$ cat config.mk
export PLATFORM = sky130hd
export DESIGN_NAME = icache_ctrl_v2
export DESIGN_NICKNAME = d
export VERILOG_FILES = /design/src/rtl/icache_pkg.sv /design/src/rtl/line_fill_buf.sv /design/src/rtl/icache_ctrl_v2.sv
export SDC_FILE = /design/constraint.sdc
export NUM_CORES = 1
export LEC_CHECK = 0
export CAP_MARGIN = 10
export CELL_PAD_IN_SITES_DETAIL_PLACEMENT = 1
export CELL_PAD_IN_SITES_GLOBAL_PLACEMENT = 2
export CORE_AREA = 3 3 474 476
export DETAILED_ROUTE_END_ITERATION = 12
export DIE_AREA = 0 0 477 479
export PLACE_DENSITY_LB_ADDON = 0.3
export SLEW_MARGIN = 40
export SYNTH_ARGS = -nofsm -noshare
export SYNTH_HDL_FRONTEND = slang
export SYNTH_SLANG_ARGS = --single-unit
$ cat constraint.sdc
create_clock -name clk -period 2.73 [get_ports clk]
set_input_delay 0.6825 -clock clk [delete_from_list [all_inputs] [get_ports clk]]
set_output_delay 0.6825 -clock clk [all_outputs]
set_load 0.02 [all_outputs]
$ cat src/rtl/icache_pkg.sv
// Shared widths, FSM state encoding and address-field helpers for the icache controller.
package icache_pkg;

   localparam int unsigned INDEX_W    = 10;
   localparam int unsigned TAG_W      = 16;
   localparam int unsigned LINE_WORDS = 16;
   localparam int unsigned WORD_W     = 32;
   localparam int unsigned LINE_BITS  = LINE_WORDS * WORD_W;
   localparam int unsigned BEAT_W     = 4;
   localparam int unsigned OFFS_W     = 6;
   localparam int unsigned LINES      = 1 << INDEX_W;

   typedef enum logic [2:0] {
      IDLE,
      LOOKUP,
      MREQ,
      FILL,
      WRITE,
      FLUSH
   } state_t;

   // Tag word as stored alongside each BRAM line.
   typedef struct packed {
      logic             valid;
      logic [TAG_W-1:0] tag;
   } tag_word_t;

   function automatic logic [TAG_W-1:0] addr_tag(input logic [31:0] addr);
      return addr[31 -: TAG_W];
   endfunction

   function automatic logic [INDEX_W-1:0] addr_index(input logic [31:0] addr);
      return addr[OFFS_W +: INDEX_W];
   endfunction

   function automatic logic [BEAT_W-1:0] addr_word(input logic [31:0] addr);
      return addr[2 +: BEAT_W];
   endfunction

   function automatic logic [31:0] line_base(input logic [31:0] addr);
      return {addr[31:OFFS_W], OFFS_W'(0)};
   endfunction

endpackage

$ cat src/rtl/line_fill_buf.sv
// Shift-in buffer assembling one cache line from 16 sequential 32-bit memory beats.
module line_fill_buf
   import icache_pkg::*;
(
   input  logic                 clk,
   input  logic                 rst_n,
   input  logic                 clear,
   input  logic                 beat_valid,
   input  logic [WORD_W-1:0]    beat_data,
   output logic [LINE_BITS-1:0] line,
   output logic                 done_c
);

   logic [BEAT_W-1:0]    count_q;
   logic [LINE_BITS-1:0] line_q;

   // Final beat is being accepted this cycle.
   assign done_c = beat_valid && (count_q == BEAT_W'(LINE_WORDS - 1));
   assign line   = line_q;

   // Beat k lands in word slot k; clear restarts the count and zeroes the line.
   always_ff @(posedge clk) begin
      if (!rst_n || clear) begin
         count_q <= '0;
         line_q  <= '0;
      end else if (beat_valid) begin
         line_q[{count_q, 5'b0} +: WORD_W] <= beat_data;
         count_q                           <= count_q + BEAT_W'(1);
      end
   end

endmodule

$ cat src/rtl/icache_ctrl_v2.sv
// Direct-mapped instruction cache controller: hit lookup, line refill and invalidate sweep.
module icache_ctrl_v2
   import icache_pkg::*;
(
   input  logic                 clk,
   input  logic                 rst_n,
   input  logic                 inst_req,
   input  logic [31:0]          inst_addr,
   output logic                 inst_ready,
   output logic [31:0]          inst_rdata,
   input  logic                 inv_req,
   output logic                 inv_done,
   output logic                 mem_req,
   output logic [31:0]          mem_addr,
   input  logic                 mem_ack,
   input  logic                 mem_rvalid,
   input  logic [31:0]          mem_rdata,
   output logic                 bram_we,
   output logic [INDEX_W-1:0]   bram_addr,
   output logic [TAG_W:0]       bram_tag_in,
   output logic [LINE_BITS-1:0] bram_data_in,
   input  logic [TAG_W:0]       bram_tag_out,
   input  logic [LINE_BITS-1:0] bram_data_out
);

   state_t             state_q, state_d;
   logic [31:0]        a_q, a_d;
   logic [INDEX_W-1:0] sweep_q, sweep_d;
   logic               mem_req_q, mem_req_d;
   logic [31:0]        mem_addr_q, mem_addr_d;
   logic               bram_we_q, bram_we_d;
   logic [INDEX_W-1:0] bram_addr_q, bram_addr_d;
   tag_word_t          tag_in_q, tag_in_d;
   logic               inv_done_q, inv_done_d;
   logic               fill_clear, fill_en, fill_done_c;
   logic               hit_c;

   line_fill_buf u_fill (
      .clk        (clk),
      .rst_n      (rst_n),
      .clear      (fill_clear),
      .beat_valid (fill_en),
      .beat_data  (mem_rdata),
      .line       (bram_data_in),
      .done_c     (fill_done_c)
   );

   // Hit decode off the BRAM's combinational read; the answer must leave in the LOOKUP cycle itself.
   assign hit_c = (state_q == LOOKUP) && bram_tag_out[TAG_W]
                  && (bram_tag_out[TAG_W-1:0] == addr_tag(a_q));

   assign inst_ready  = hit_c;
   assign inst_rdata  = hit_c ? bram_data_out[{addr_word(a_q), 5'b0} +: WORD_W] : 32'h0;
   assign inv_done    = inv_done_q;
   assign mem_req     = mem_req_q;
   assign mem_addr    = mem_addr_q;
   assign bram_we     = bram_we_q;
   assign bram_addr   = bram_addr_q;
   assign bram_tag_in = tag_in_q;

   // Next state plus next values of the registered outputs, keyed on the state being entered.
   always_comb begin
      state_d     = state_q;
      a_d         = a_q;
      sweep_d     = sweep_q;
      mem_req_d   = 1'b0;
      mem_addr_d  = 32'h0;
      bram_we_d   = 1'b0;
      bram_addr_d = '0;
      tag_in_d    = '0;
      inv_done_d  = 1'b0;
      fill_clear  = 1'b0;
      fill_en     = 1'b0;
      unique case (state_q)
         IDLE: begin
            if (inv_req) begin
               state_d    = FLUSH;
               sweep_d    = '0;
               fill_clear = 1'b1;
               bram_we_d  = 1'b1;
            end else if (inst_req) begin
               state_d     = LOOKUP;
               a_d         = inst_addr;
               bram_addr_d = addr_index(inst_addr);
            end
         end
         LOOKUP: begin
            if (hit_c) begin
               state_d = IDLE;
            end else begin
               state_d    = MREQ;
               mem_req_d  = 1'b1;
               mem_addr_d = line_base(a_q);
            end
         end
         MREQ: begin
            if (mem_ack) begin
               state_d    = FILL;
               fill_clear = 1'b1;
            end else begin
               mem_req_d  = 1'b1;
               mem_addr_d = line_base(a_q);
            end
         end
         FILL: begin
            fill_en = mem_rvalid;
            if (fill_done_c) begin
               state_d     = WRITE;
               bram_we_d   = 1'b1;
               bram_addr_d = addr_index(a_q);
               tag_in_d    = '{valid: 1'b1, tag: addr_tag(a_q)};
            end
         end
         WRITE: begin
            state_d     = LOOKUP;
            bram_addr_d = addr_index(a_q);
         end
         FLUSH: begin
            if (sweep_q == INDEX_W'(LINES - 1)) begin
               state_d    = IDLE;
               inv_done_d = 1'b1;
            end else begin
               sweep_d     = sweep_q + INDEX_W'(1);
               bram_we_d   = 1'b1;
               bram_addr_d = sweep_q + INDEX_W'(1);
            end
         end
         default: state_d = IDLE;
      endcase
   end

   // State and output registers; reset abandons any fill in progress.
   always_ff @(posedge clk) begin
      if (!rst_n) begin
         state_q     <= IDLE;
         a_q         <= 32'h0;
         sweep_q     <= '0;
         mem_req_q   <= 1'b0;
         mem_addr_q  <= 32'h0;
         bram_we_q   <= 1'b0;
         bram_addr_q <= '0;
         tag_in_q    <= '0;
         inv_done_q  <= 1'b0;
      end else begin
         state_q     <= state_d;
         a_q         <= a_d;
         sweep_q     <= sweep_d;
         mem_req_q   <= mem_req_d;
         mem_addr_q  <= mem_addr_d;
         bram_we_q   <= bram_we_d;
         bram_addr_q <= bram_addr_d;
         tag_in_q    <= tag_in_d;
         inv_done_q  <= inv_done_d;
      end
   end

endmodule

==> reports/metrics.cfg, run 1 <==
[status]
status = complete, but fails checks
violations = negative setup slack

[yosys]
synth_area_leader_cell = dfxtp_1
edf_count = 0
synth_top_area_share_pct = 46.5
synth_flops = 615
yosysChipArea_mm2 = 0.0265
syn_avg_cell_area_um2 = 9.04
syn_inst = 2929
most_common_cell = nand2_1
yosys-top-cells-count = 792 x nand2_1, 615 x dfxtp_1, 309 x a21oi_1
ys_seq_share_pct = 46.5
synthFlopType = dfxtp_1
async_flop_share_pct = 0
synthDistinctLibCells = 70
yosysCellCount = 2929
top_cells_by_area = dfxtp_1 47%, nand2_1 11%, mux4_2 11%
ys.warnings.count = 0
synth_area_mm2 = 0.0265

[critical_path]
path_class = reg2out
worst_setup_path_start_kind = flop
crit_top_cell = buf_12
r2r_slack_ns = 0.22
critical_path.cell_chain = buf_12 -> buf_12 -> buf_12 -> mux4_2 -> nor2b_1 -> a211oi_2 -> buf_12 -> a211oi_1 -> buf_4 -> buf_12
reg2regPathDepth = 7
slowest_stage = mux4_2
slowest_delay_ns = 0.48
worstPathRequired_ns = 2.05
reg2reg_from = u_fill.count_q[0]
cp_max_fo = 12
worst_ep_arrival_time_ns = 3.14
reg2reg_to = u_fill.line[233]
crit_path_end_kind = output pin

[cells_and_area]
lay_top_count = clkdlybuf4s50_1
layout.cells.most_common_list = 1132 x clkdlybuf4s50_1, 790 x nand2_1, 609 x dfxtp_1
fin_nets = 4888
layout-drive-gt1-share_pct = 19.4
syn2layout_area_growth_pct = 82.2

[placement]
dp_slack_ns = -1.57
portBuffers = 1197
routabilityCongestion = 0.943
hpwl_um = 182000
place_area_mm2 = 0.0446

[sta]
clock.fmax_mhz = 261
max_slew_margin_pct = 45.0
finalSetupViolations = 33
min_period_over_period_pct = 140
finalHoldViolCount = 0
tightest_slew_ns = 0.819
hold_ws_ns = 0.371
maxSlewViolCount = 0
fin_crit_ns = 3.82
setup_ws_ns = -1.09
rsz0062_at_grt = yes

[cts]
ctsHtreeMaxLevel = 3
cts_tree = yes
clkTransAtPathRegs_ns = 0.06
clockRootBuffer = clkbuf_16
clockBufferDepth = 3

[global_routing]
grt_pass1_vias = 29311
grt_start_max_net_pins = 69
grt_util_all_layers_pct = 18.8
overflow = 0
antenna_found_initial = 69
grt_pass1_wl_um = 289000

[worst_hold_path]
hp-class = in2reg
whs_path_depth = 3
min_to = u_fill.line[491]
min_from = mem_rdata[11]

[pwr]
p_total_w = 0.0249
power.leakage_nw = 16.0
peakVddDrop_uv = 401
powerDensity_mw_per_mm2 = 516

[flow_run]
drv_cap = 0
warning_count = 33

[floorplan]
fp_util_pct = 12.0
fp.dieH_um = 479
num_io_pins = 1206
die_x_um = 477
dieArea_mm2 = 0.228

[drt]
vias = 28320
ant_nets = 0
drt-initial-drc-count = 1631
dr.pass1.iters = 5
route.detailed.drc = 0
wire_per_inst_um = 30.2
via_per_inst = 3.85
drt_wl_total_um = 223000

[run 1: power by group]
group	total [W]	internal, W	switching, W
sequential	0.00909	0.00903	0.0000573
combinational	0.00418	0.00189	0.00229
clock	0.0116	0.00686	0.00473
[run 1: per-stage QoR]
stage	setup TNS [ns]	cells	utilization (%)
floorplan	-3.21	2934	-
global placement	-80.94	7155	20.1
detailed placement	-73.16	7155	20.1
CTS	-37.93	7310	21.6
global route	-38.43	7338	21.8
finish	-33.30	7361	21.8
[run 1: per-layer routing]
| metal | global-route usage [%] | share of wire (%) | up-vias |
|---|---|---|---|
| li1 | - | - | 12922 |
| met1 | 22.3 | 41 | 14154 |
| met2 | 31.1 | 47 | 1006 |
| met3 | 6.17 | 7.6 | 226 |
| met4 | 7.60 | 4.3 | 12 |
| met5 | 0 | 0.032 | - |
[run 1: registers in the layout (all words and copies together), names as in the netlist]
signal	count
a_q	30
mem_req	1
state_q	3
inv_done	1
mem_addr	26
sweep_q	10
u_fill.line	512
u_fill.count_q	4
bram_we	1
bram_tag_in	17
bram_addr	10
[run 1: critical path: cells and delay by family (launching register included)]
kind | cells | cell delay (ns)
simple gates | 1 | 0.15
flops | 1 | 0.42
mux | 1 | 0.48
buf+inv | 6 | 0.93
compound gates | 2 | 0.40
[run 1: how the worst max path moves through the flow]
| stage | startpoint | endpoint | slack, ns | depth (start not counted) |
|---|---|---|---|---|
| 6_report | a_q[2] | inst_rdata[15] | -1.09 | 10 |
| 5_1_grt | state_q[0] | inst_rdata[1] | -1.25 | 10 |
| 4_1_cts | state_q[0] | inst_rdata[10] | -1.23 | 10 |
| 3_5_place_dp | bram_tag_out[10] | inst_rdata[6] | -1.57 | 10 |
| 3_3_place_gp | bram_tag_out[10] | inst_rdata[9] | -1.80 | 10 |
| 2_1_floorplan | bram_tag_out[5] | inst_rdata[22] | -0.11 | 6 |
[run 1: layout make-up]
| cell class | instances | area, um2 |
|---|---|---|
| Timing Repair Buffer | 1549 | 15900 |
| Tap cell | 2975 | 3720 |
| Antenna cell | 38 | 95.1 |
| Inverter | 7 | 28.8 |
| Multi-Input combinational cell | 2028 | 13300 |
| Clock buffer | 126 | 2540 |
| Fill cell | 25490 | 173000 |
| Sequential cell | 615 | 12300 |
| Clock inverter | 23 | 344 |
[run 1: cell families after synthesis]
kind of cell	after synthesis	synth area share (%)
other	1	0.0142
muxes	186	13.1
xor gates and xnor gates	30	1.15
AOI/OAI and AO/OA	632	14.8
and+or+nand+nor	1170	19.0
DFF	615	46.5
adders and majority gates	4	0.189
buffers and inverters	291	5.24
[run 1: what timing repair did]
item / 4_1_cts / 5_1_grt
endpoints found under the hold margin: 0 / 0
buffers inserted: 5 / 13
gates cloned: 1 / 1
pin swaps: 8 / 6
hold buffers: 0 / 0
resized: 69 / 22
endpoints found under the setup margin: 34 / 46
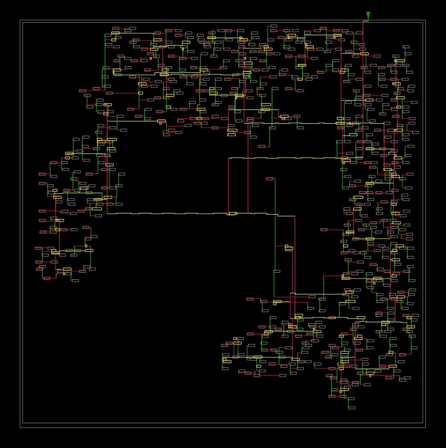
(run_1/final_clocks.png)
CTS Buf Count: 84
clk_skew: 0.0611 ns
worst skew pair latency: 0.72 ns
CTS Sinks: 615
Clk. pwr: 0.0116 W

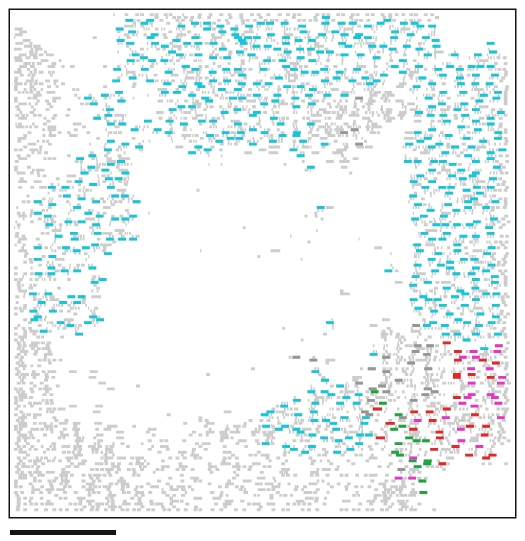
(run_1/registers.png)
The bar under the picture is 100 um long.
| colour | name in the netlist | sequential cells |
|---|---|---|
| magenta | mem_addr | 26 |
| red | a_q | 30 |
| green | bram_tag_in | 17 |
| cyan | u_fill.line | 512 |
not coloured: 30
Seq. pwr: 0.00909 W
fin util: 21.8%

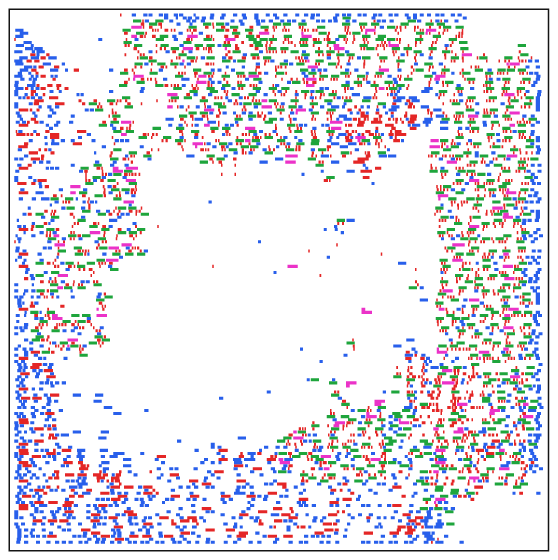
(run_1/cell_classes.png)
| colour | class | cells | share of their area |
|---|---|---|---|
| blue | other buffers and delay cells | 1549 | 36% |
| red | all other logic | 2035 | 30% |
| magenta | clock drivers and dummy loads | 149 | 6.5% |
| green | flops | 615 | 28% |
final instance area: 0.0482 mm2
core area: 0.221 mm2
flop share of the area: 25.6%
# rows: 173

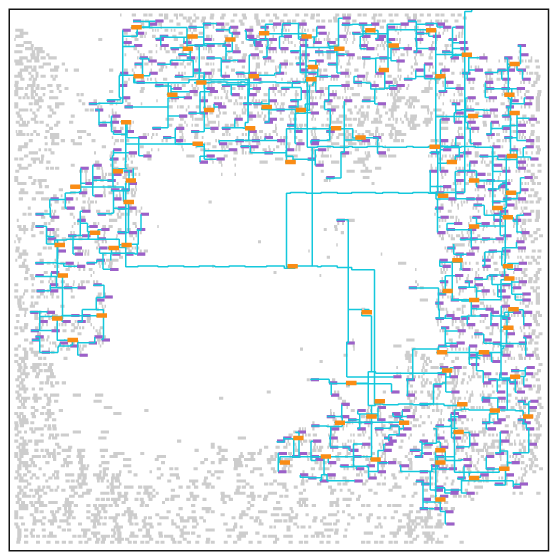
(run_1/clock_map.png)
[orange] cells driving clock nets | count: 84
[purple] flip-flops | count: 615
[cyan] clock wires | length: 11800 um
routed clock nets: 85
Clock Power Share: 46.6%

## Run 2: what changed since run 1
--- a/config.mk
+++ b/config.mk
@@ -5,12 +5,13 @@
 export SDC_FILE = /design/constraint.sdc
 export NUM_CORES = 1
 export LEC_CHECK = 0
+export ABC_AREA = 1
 export CAP_MARGIN = 10
 export CELL_PAD_IN_SITES_DETAIL_PLACEMENT = 1
 export CELL_PAD_IN_SITES_GLOBAL_PLACEMENT = 2
-export CORE_AREA = 3 3 474 476
+export CORE_AREA = 3 3 472 474
 export DETAILED_ROUTE_END_ITERATION = 12
-export DIE_AREA = 0 0 477 479
+export DIE_AREA = 0 0 475 477
 export PLACE_DENSITY_LB_ADDON = 0.3
 export SLEW_MARGIN = 40
 export SYNTH_ARGS = -nofsm -noshare
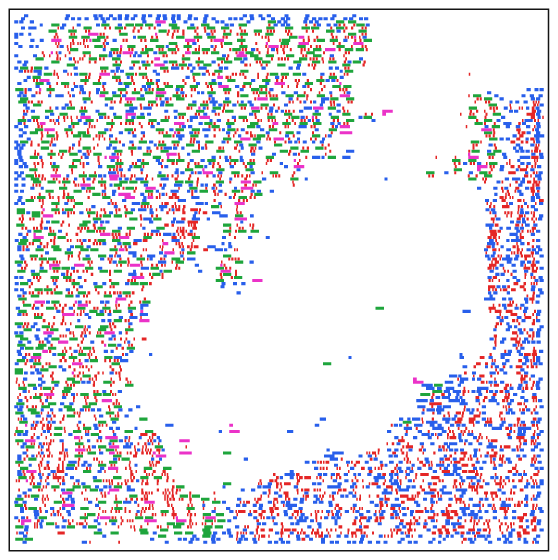
(run_2/cell_classes.png)
final instance area: 0.0510 mm2
# rows: 172

==> reports/metrics.cfg, run 2 <==
[cts]
clockRootBuffer = clkbuf_16
clkTransAtPathRegs_ns = 0.06  ; about the same
cts_made_buffers = 81  ; -3.6%
cts_tree = yes
numClockSinks = 615  ; unchanged
clkLatencyLatePin_ns = 0.74  ; +0.02 ns
clockBufferDepth = 3  ; unchanged
ctsHtreeMaxLevel = 3  ; unchanged

[yosys]
syn_inst = 3713  ; +27%
synth_area_leader_cell = dfxtp_1
top_cells_by_area = dfxtp_1 46%, a21oi_1 13%, nand2_1 9.6%
edf_count = 0  ; unchanged
yosys-top-cells-count = 709 x a21oi_1, 679 x nand2_1, 615 x dfxtp_1
synth_area_mm2 = 0.0266  ; +0.47%
yosysCellCount = 3713  ; +27%
async_flop_share_pct = 0  ; unchanged
synthFlopType = dfxtp_1
synth_flops = 615  ; unchanged
synthDistinctLibCells = 38  ; -46%
syn_avg_cell_area_um2 = 7.16  ; -21%
synth_top_area_share_pct = 46.3  ; -0.22 points
ys.warnings.count = 0  ; unchanged
ys_seq_share_pct = 46.3  ; -0.22 points
yosysChipArea_mm2 = 0.0266  ; +0.47%
most_common_cell = a21oi_1

[floorplan]
num_io_pins = 1206  ; unchanged
die_x_um = 475  ; -0.42%
fp_util_pct = 12.1  ; +0.17 points
dieArea_mm2 = 0.227  ; -0.84%
core_mm2 = 0.219  ; -0.97%
fp.dieH_um = 477  ; -0.42%

[critical_path]
path_class = reg2out
r2r_slack_ns = 0.40  ; +0.18 ns
worst_ep_arrival_time_ns = 2.65  ; -0.49 ns
reg2regPathDepth = 12  ; +5
reg2reg_to = u_fill.line[44]
critical_path.cell_chain = buf_12 -> clkinv_16 -> buf_16 -> buf_8 -> buf_4 -> nand2_2 -> nand3_2 -> nand3_2 -> buf_12 -> nand2_4 -> a21oi_4 -> nor3_2 -> buf_4
cp_max_fo = 7  ; -5
slowest_delay_ns = 0.39  ; -0.09 ns
slowest_stage = dfxtp_4
reg2reg_from = u_fill.count_q[0]
crit_path_end_kind = output pin
worst_setup_path_start_kind = flop
worstPathRequired_ns = 2.05  ; about the same

[sta]
skew_ns = 0.0772  ; +0.0162 ns
setup_ws_ns = -0.604  ; +0.491 ns
fin_crit_ns = 3.33  ; -0.491 ns
tightest_slew_ns = 0.671  ; -0.147 ns
finalHoldViolCount = 0  ; unchanged
max_slew_margin_pct = 55.1  ; +10 points
min_period_over_period_pct = 122  ; -18 points
clock.fmax_mhz = 300  ; +15%
rsz0062_at_grt = yes
finalSetupViolations = 33  ; unchanged
maxSlewViolCount = 0  ; unchanged

[pwr]
p_total_w = 0.0276  ; +11%
power.leakage_nw = 18.9  ; +18%
powerDensity_mw_per_mm2 = 543  ; +5.2%
peakVddDrop_uv = 400  ; -0.29%

[cells_and_area]
syn2layout_area_growth_pct = 91.7
layout.cells.most_common_list = 1149 x clkdlybuf4s50_1, 619 x a21oi_1, 608 x nand2_1
fin_nets = 5736  ; +17%
final.fill_count = 25809  ; +1.3%
largest_reg_flops = 512  ; unchanged
lay_top_count = clkdlybuf4s50_1
layout-drive-gt1-share_pct = 18.7  ; -0.70 points

[flow_run]
drv_cap = 0  ; unchanged
warning_count = 32  ; -3.0%

[placement]
routabilityCongestion = 0.880  ; -6.7%
portBuffers = 1197  ; unchanged
hpwl_um = 171000  ; -5.8%
place_area_mm2 = 0.0449  ; +0.70%

[global_routing]
overflow = 0  ; unchanged
grt_pass1_vias = 34218  ; +17%
antenna_found_initial = 46  ; -33%
grt_pass1_wl_um = 289000  ; +0.28%
grt_util_all_layers_pct = 18.1  ; -0.63 points
grt_start_max_net_pins = 72  ; +4.3%

[status]
status = complete, but fails checks
violations = negative setup slack

[drt]
ant_nets = 0  ; unchanged
vias = 33066  ; +17%
dr.pass1.iters = 5  ; unchanged
via_per_inst = 4.09  ; +6.3%
route.detailed.drc = 0  ; unchanged
drt-initial-drc-count = 1705  ; +4.5%
drt_wl_total_um = 221000  ; -0.76%
wire_per_inst_um = 27.3  ; -9.7%

[worst_hold_path]
whs_path_depth = 2  ; -1
hp-class = reg2reg
min_from = a_q[15]
min_to = mem_addr[15]

run 2: cell count changes after synthesis, sizes merged, moves of 48 or more:
| cell | change |
|---|---|
| nand4 | +48 |
| o21ai | +314 |
| clkbuf | +105 |
| nor2 | +155 |
| mux4 | -128 |
| a31o | -89 |
| nand2 | -110 |
| inv | +154 |
| a21oi | +399 |
| buf | -71 |
| nor3 | +94 |
| nand3 | +122 |
| mux2i | -57 |
run 2: where the power goes:
group / leakage (nW) / total [W] / switching, W / internal (W)
Combinational: 12.6 / 0.00724 / 0.00415 / 0.00310
Clock: 1.32 / 0.0112 / 0.00481 / 0.00644
Sequential: 4.96 / 0.00916 / 0.0000726 / 0.00909
run 2: how the worst max path moves through the flow:
stage | from | end | cells after the start
2_1_floorplan | bram_tag_out[14] | inst_rdata[22] | 7
6_report | a_q[2] | inst_rdata[15] | 13
3_3_place_gp | bram_tag_out[14] | inst_rdata[20] | 9
4_1_cts | a_q[2] | inst_rdata[27] | 10
3_5_place_dp | bram_tag_out[9] | inst_rdata[20] | 11
5_1_grt | a_q[2] | inst_rdata[10] | 11
run 2: cells by family (layout without fill, tap and decap cells):
kind of cell,after synthesis,count (layout),synth area share (%)
AND-OR/OR-AND,1237,1237,24.1
AND/OR/NAND/NOR,1370,1370,22.1
buffers and inverters,481,1959,7.15
XOR/XNOR,5,5,0.165
adder cells (fa/ha/maj),4,4,0.188
flip-flops,615,615,46.3
other,1,26,0.0141
run 2: per-stage QoR:
step	utilization [%]	hold slack (ns)	setup slack [ns]	cells	TNS, ns
after floorplan	-	0.422	0.118	3718	0
after global placement	20.5	0.446	-1.16	7859	-33.53
after detailed placement	20.5	0.451	-1.12	7859	-37.56
after CTS	22.0	0.460	-0.940	8014	-23.20
after global routing	23.2	0.488	-0.730	8079	-21.68
final	23.2	0.458	-0.604	8087	-17.11
run 2: layout make-up:
class | instances | area, um2 | area share (%)
Antenna cell | 20 | 50.0 | 0.0982
Multi-Input combinational cell | 2622 | 14200 | 27.9
Clock buffer | 120 | 2310 | 4.54
Sequential cell | 615 | 12300 | 24.2
Inverter | 163 | 657 | 1.29
Tap cell | 2871 | 3590 | 7.05
Timing Repair Buffer | 1650 | 17300 | 34.0
Clock inverter | 26 | 434 | 0.852
run 2: repair_timing:
action / in CTS / in global routing
gates resized: 252 / 432
gates cloned: 6 / 27
setup endpoints to repair: 35 / 33
pin swaps: 3 / 93
hold buffers: 0 / 0
setup buffers: 3 / 37
run 2: per-layer routing:
layer  wire [um]  GRT usage, %
met5         215             0
met1       88500          21.0
met2      105000          31.0
met4        7300          5.35
met3       19800          6.75
run 2: critical path, delay by kind of cell (launching register included):
kind,cells,cell delay (ns)
buffers and inverters,7,0.96
AOI/OAI and AO/OA,1,0.26
DFF,1,0.39
and+or+nand+nor,5,0.32
## Run 3: what changed since run 2
--- a/config.mk
+++ b/config.mk
@@ -13,6 +13,7 @@
 export DETAILED_ROUTE_END_ITERATION = 12
 export DIE_AREA = 0 0 475 477
 export PLACE_DENSITY_LB_ADDON = 0.3
+export REMOVE_ABC_BUFFERS = 1
 export SLEW_MARGIN = 40
 export SYNTH_ARGS = -nofsm -noshare
 export SYNTH_HDL_FRONTEND = slang
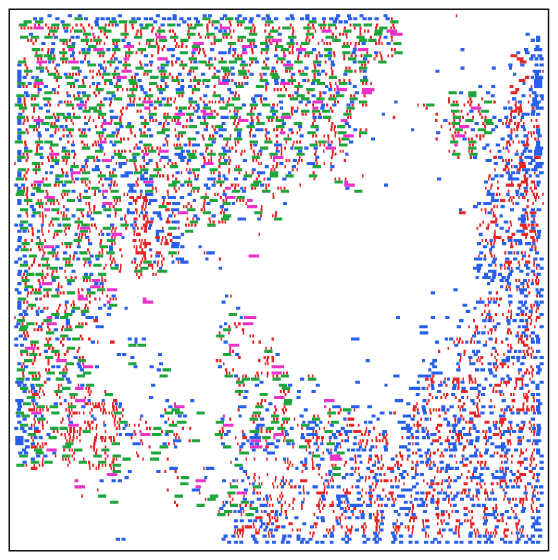
(run_3/cell_classes.png)
core area: 0.219 mm2
fin util: 23.1%

==> reports/metrics.cfg, run 3 <==
[cts]
numClockSinks = 615  ; unchanged
clkLatencyLatePin_ns = 0.71  ; -0.03 ns
clockRootBuffer = clkbuf_16
clkTransAtPathRegs_ns = 0.05  ; about the same
cts_tree = yes
cts_made_buffers = 83  ; +2.5%
ctsHtreeMaxLevel = 3  ; unchanged
clockBufferDepth = 3  ; unchanged

[critical_path]
worst_setup_path_start_kind = input pin
reg2regPathDepth = 9  ; -3
r2r_slack_ns = 0.27  ; -0.13 ns
crit_path_end_kind = output pin
path_class = in2out
cp_max_fo = 5  ; -2
worst_ep_arrival_time_ns = 2.92  ; +0.27 ns
slowest_delay_ns = 0.49  ; +0.10 ns

[yosys]
ys.warnings.count = 0  ; unchanged
synth_flops = 615  ; unchanged
yosys-top-cells-count = 709 x a21oi_1, 679 x nand2_1, 615 x dfxtp_1
synth_area_mm2 = 0.0266  ; unchanged
top_cells_by_area = dfxtp_1 46%, a21oi_1 13%, nand2_1 9.6%
synth_area_leader_cell = dfxtp_1
synthFlopType = dfxtp_1
ys_seq_share_pct = 46.3  ; unchanged
most_common_cell = a21oi_1
async_flop_share_pct = 0  ; unchanged
edf_count = 0  ; unchanged
yosysCellCount = 3713  ; unchanged
synthDistinctLibCells = 38  ; unchanged

[sta]
maxSlewViolCount = 0  ; unchanged
setup_ws_ns = -0.872  ; -0.268 ns
hold_ws_ns = 0.454  ; -0.00356 ns
rsz0062_at_grt = yes
finalHoldViolCount = 0  ; unchanged
skew_ns = 0.0525  ; -0.0247 ns
tightest_slew_ns = 0.867  ; +0.196 ns
finalSetupViolations = 33  ; unchanged
setup_tns_ns = -25.43  ; -8.32 ns
min_period_over_period_pct = 132  ; +9.8 points
fin_crit_ns = 3.60  ; +0.268 ns

[drt]
via_per_inst = 4.15  ; +1.4%
vias = 33724  ; +2.0%
drt_wl_total_um = 241000  ; +8.9%
route.detailed.drc = 0  ; unchanged
ant_nets = 0  ; unchanged

[placement]
place_area_mm2 = 0.0457  ; +1.8%
routabilityCongestion = 0.922  ; +4.7%
portBuffers = 1197  ; unchanged
hpwl_um = 193000  ; +13%

[floorplan]
dieArea_mm2 = 0.227  ; unchanged
num_io_pins = 1206  ; unchanged
die_x_um = 475  ; unchanged
core.rowCount = 172  ; unchanged

[cells_and_area]
flop_area_mm2 = 0.0123  ; about the same
final_cell_area_mm2 = 0.0507  ; -0.59%
lay_top_count = clkdlybuf4s50_1
syn2layout_area_growth_pct = 90.5
layout-drive-gt1-share_pct = 17.1  ; -1.6 points
fin_nets = 5771  ; +0.61%
layout.cells.most_common_list = 1155 x clkdlybuf4s50_1, 662 x a21oi_1, 645 x nand2_1
final.fill_count = 25867  ; +0.22%

[pwr]
powerDensity_mw_per_mm2 = 546  ; +0.64%
peakVddDrop_uv = 422  ; +5.6%

[flow_run]
warning_count = 31  ; -3.1%
drv_cap = 0  ; unchanged

[status]
status = complete, but fails checks
violations = negative setup slack

[worst_hold_path]
min_to = mem_addr[10]

[global_routing]
grt_pass1_wl_um = 320000  ; +11%
antenna_found_initial = 83  ; +80%

run 3: cell counts after synthesis:
Identical to the previous run, type by type.
run 3: how the worst max path moves through the flow:
stage,to,slack (ns),from
finish,inst_rdata[29],-0.87,bram_tag_out[7]
CTS,inst_rdata[29],-0.89,a_q[28]
global route,inst_rdata[8],-0.95,a_q[29]
detailed placement,inst_rdata[29],-1.52,bram_tag_out[14]
global placement,inst_rdata[29],-1.51,bram_tag_out[9]
floorplan,inst_rdata[0],-9.19,a_q[2]
run 3: cells by family (layout without fill, tap and decap cells):
group	Yosys count	after routing	share of synthesized area, %
compound gates	1237	1237	24.1
xor+xnor	5	5	0.165
fa+ha+maj	4	4	0.188
buf+inv	481	1997	7.15
flops	615	615	46.3
other cells	1	37	0.0141
simple gates	1370	1370	22.1
run 3: area by class of cell:
cell class | count | area share [%]
Antenna cell | 31 | 0.153
Clock buffer | 118 | 4.69
Clock inverter | 33 | 0.775
Inverter | 163 | 1.26
Multi-Input combinational cell | 2622 | 26.9
Sequential cell | 615 | 24.4
Tap cell | 2871 | 7.09
Timing Repair Buffer | 1683 | 34.8
run 3: stage by stage:
step | instances | worst slack [ns]
floorplan | 3400 | -9.19
global placement | 7916 | -1.51
detailed placement | 7916 | -1.52
CTS | 8105 | -0.889
global route | 8119 | -0.947
finish | 8136 | -0.872
run 3: power breakdown:
part / leakage (nW) / internal (W) / switching [W]
logic: 12.5 / 0.00300 / 0.00418
registers: 4.96 / 0.00909 / 0.000111
clock network: 1.37 / 0.00651 / 0.00477
run 3: critical path, delay by kind of cell:
kind / cells / cell delay (ns)
simple gates: 5 / 0.91
buf+inv: 7 / 1.31
run 3: per-layer routing:
metal	global-route usage, %	routed length [um]	up-vias
li1	-	-	15624
met1	23.2	95900	16673
met2	35.3	117000	1044
met3	6.44	17700	319
met4	8.48	9560	64
met5	0	420	-
run 3: repair_timing:
action                     4_1_cts  5_1_grt
resized                        379       37
buffers inserted                35        3
cloned                           9        0
pin swaps                       47       15
setup endpoints to repair       35       33
hold buffers                     0        0
Power is estimated from default activity; no workload was simulated.
